power_grid.png
Pins as bars on the die edge. Tap cells in grey.
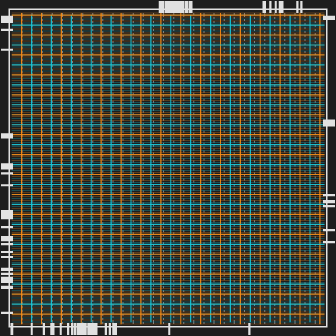
placement_by_type.png
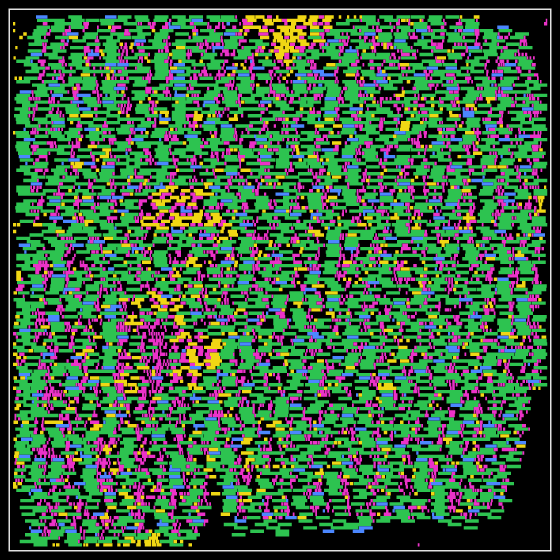
clk_routes.png
Scale bar: 100 um.
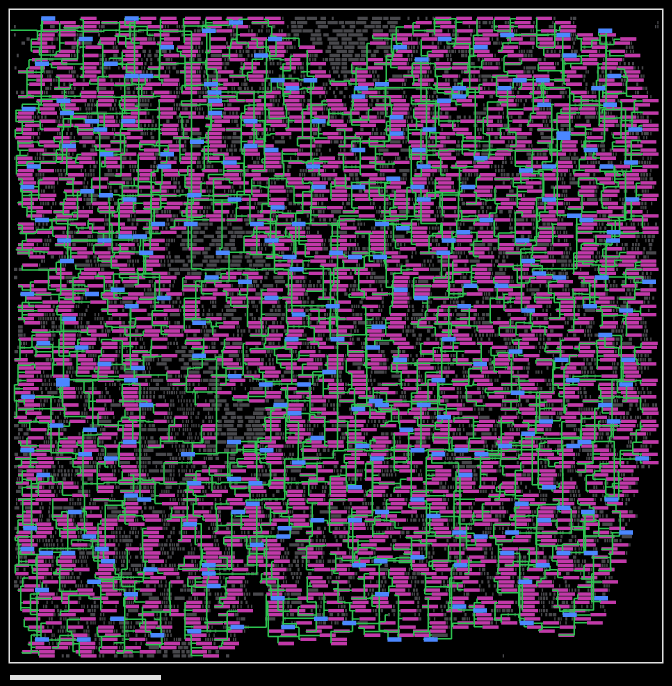
wires.png
Scale bar: 100 um.
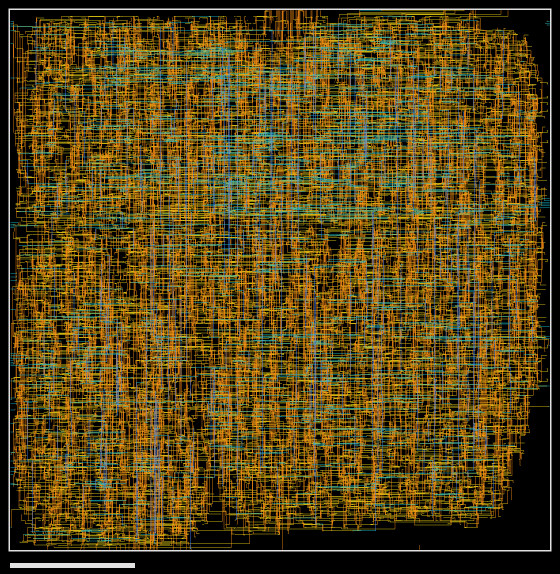
==> config.mk <==
export PLATFORM = sky130hd
export DESIGN_NAME = icache_r32i
export DESIGN_NICKNAME = d
export VERILOG_FILES = /design/src/rtl/icache_r32i_pkg.sv /design/src/rtl/icache_r32i_fill_fsm.sv /design/src/rtl/icache_r32i.sv
export SDC_FILE = /design/constraint.sdc
export NUM_CORES = 2
export LEC_CHECK = 0
export ABC_AREA = 1
export CORE_MARGIN = 2
export CORE_UTILIZATION = 55
export DETAILED_ROUTE_END_ITERATION = 7
export GPL_ROUTABILITY_DRIVEN = 0
export HOLD_SLACK_MARGIN = 0.12
export PLACE_DENSITY_LB_ADDON = 0.05
export SETUP_SLACK_MARGIN = 0.4
export SLEW_MARGIN = 20
export SYNTH_ARGS = -nofsm -noshare
export SYNTH_HDL_FRONTEND = slang
export SYNTH_HIERARCHICAL = 1
export SYNTH_SLANG_ARGS = --single-unit
==> constraint.sdc <==
create_clock -name clock -period 3.31 [get_ports clock]
set_input_delay 0.662 -clock clock [delete_from_list [all_inputs] [get_ports clock]]
set_output_delay 0.662 -clock clock [all_outputs]
set_load 0.1 [all_outputs]
==> flow_summary.ini <==
; synthesis and place-and-route metrics
[final_timing]
holdWs_ns = 0.1633
worst_slew_pin_slew_ns = 0.9163
maxSlewViolCount = 0
fmax_ghz = 0.2532
period_needed_ns = 3.949
setup_viol = 34
fin_ws_ns = -0.6387

[place]
placed_cells = 10870
io_buffers = 129
placed_cell_area_um2 = 111300
place_ws_ns = -0.6721
dp_hpwl_um = 170800

[grt]
use_met2 = 0.5018
grt_antenna_before_repair = 9
grt.busiest_layer = met2
met3_usage = 0.04580
grt_max_degree = 65
use_met1 = 0.4462
grt_pass1_vias = 65320

[clocking]
cts.hold.buffers_added = 1
cts_resized = 17
cts_buffer_depth = 4
cts_buffers = 275
h-tree-depth = 5
clock_sinks = 2481

[routing]
wl_met2_um = 138000
route.met3.wl_um = 26160
viasPerCell = 6.022
dr.max_layer_used = met4
met1Wirelength_um = 119100
drt_first_iter_violations = 7749

[synthesis]
top_logic_kind = simple AND/OR/NAND/NOR gates
yosys-top-cells-area = edfxtp_1 73%, nand2_1 8.5%, nand3_1 6.9%, o21ai_0 1.8%, a21oi_1 1.5%
async_flop_share = 0.01975
ys_seq_frac = 0.7395
synthMuxAreaShare = 0
synth_flop_count = 2481
syn_area_um2 = 100400
aoi_share = 0.05445
top_cell = edfxtp_1
flop_cell = edfxtp_1
ys_area_um2 = 100400

[cells_and_area]
seq_area_frac = 0.6204
layout.cells.non_filler = 11340
syn_to_final_growth_pct = 19.19
num-nonclk-buffers = 888
nNetsFinal = 8862
comb_area_frac = 0.1964
fillCellCount = 13330
clockBufferCount = 360
seqCellArea_um2 = 74260
final-clk-cell-share = 0.06789
final_core_util = 0.6608
drive_above_1_share = 0.1502
lay_top_cells = 2432 x edfxtp_1, 2259 x nand2_1, 1375 x nand3_1
inv_count = 152
dominant_cells = registers
diodes = 3
comb_cells = 4991
largest_register_ffs = 2048

[setup_path]
arrival_ns = 3.29
critPathTopFamily = simple AND/OR/NAND/NOR gates
cp.depth = 18
cp_common_cell = buf_12
rrSetupSlack_ns = 0.81
path_cells = nor2_1, nor2_1, o21ai_1, nand3_1, nand3_1, nand3b_1, nand2_2, nand2_2, nor2_4, buf_6, nand2_4, nor2_4, nand3_4, buf_12, buf_12, buf_12, nor2_4, buf_12
slowest_delay_ns = 0.36
cp.required_ns = 2.65
path_buffers = 5

[power_and_ir_drop]
pwr-share-clk = 0.391
peakVddDrop_uv = 660.0
leakagePower_nw = 42.79
p_sw_frac = 0.2510
p_comb_mw = 7.69
p_total_mw = 72.29
p_comb_frac = 0.106
p_int_mw = 54.14
p_seq_mw = 36.3
maxPowerGroup = sequential cells

[run_status]
violations = setup timing
status = complete, but fails checks

[floorplanning]
well_tap_count = 2370
ioPinCount = 136
chip_area_um2 = 186000
fp_util = 0.5544

[hold_path]
min_path_cells = 1
hold_path_class = in2reg

[flow_run]
warnings = 33
Back to the opening pictures, power_grid.png:
legend:
  VDD:
    colour: cyan
  VSS:
    colour: orange
signal pins: 136
met1 rails: 157
rows: 156
met5 straps: 31
die extent in x: 431.3 um
total core area: 181100 um^2
die height: 431.3 um

Back to the opening pictures, placement_by_type.png:
legend:
  combinational and other logic:
    colour: magenta
    cells: 5143
  flops:
    colour: green
    cells: 2481
  other buffers and delay cells:
    colour: yellow
    cells: 888
  clock drivers and dummy loads:
    colour: blue
    cells: 459
cell row count: 156
Design Area, Final: 119700 um^2

Back to the opening pictures, clk_routes.png:
legend:
  flip-flops:
    colour: magenta
    count: 2481
  clock wires:
    colour: green
    length: 28.3 mm
  clock drivers:
    colour: blue
    count: 275
routed clock nets: 276
flops lie: widely spread
clock network power: 28.3 mW
Latency at later pin: 0.92 ns

Back to the opening pictures, wires.png:
legend:
  metal 3:
    colour: cyan
    wire_length: 26.2 mm
  metal 2:
    colour: orange
    wire_length: 138 mm
  metal 4:
    colour: blue
    wire_length: 12600 um
  metal 1:
    colour: yellow
    wire_length: 119 mm
Total GRT Usage: 0.3167
wire per inst: 26.09 um
Vias: 68310

No activity file was given, so power comes from the tool's default toggle rates.
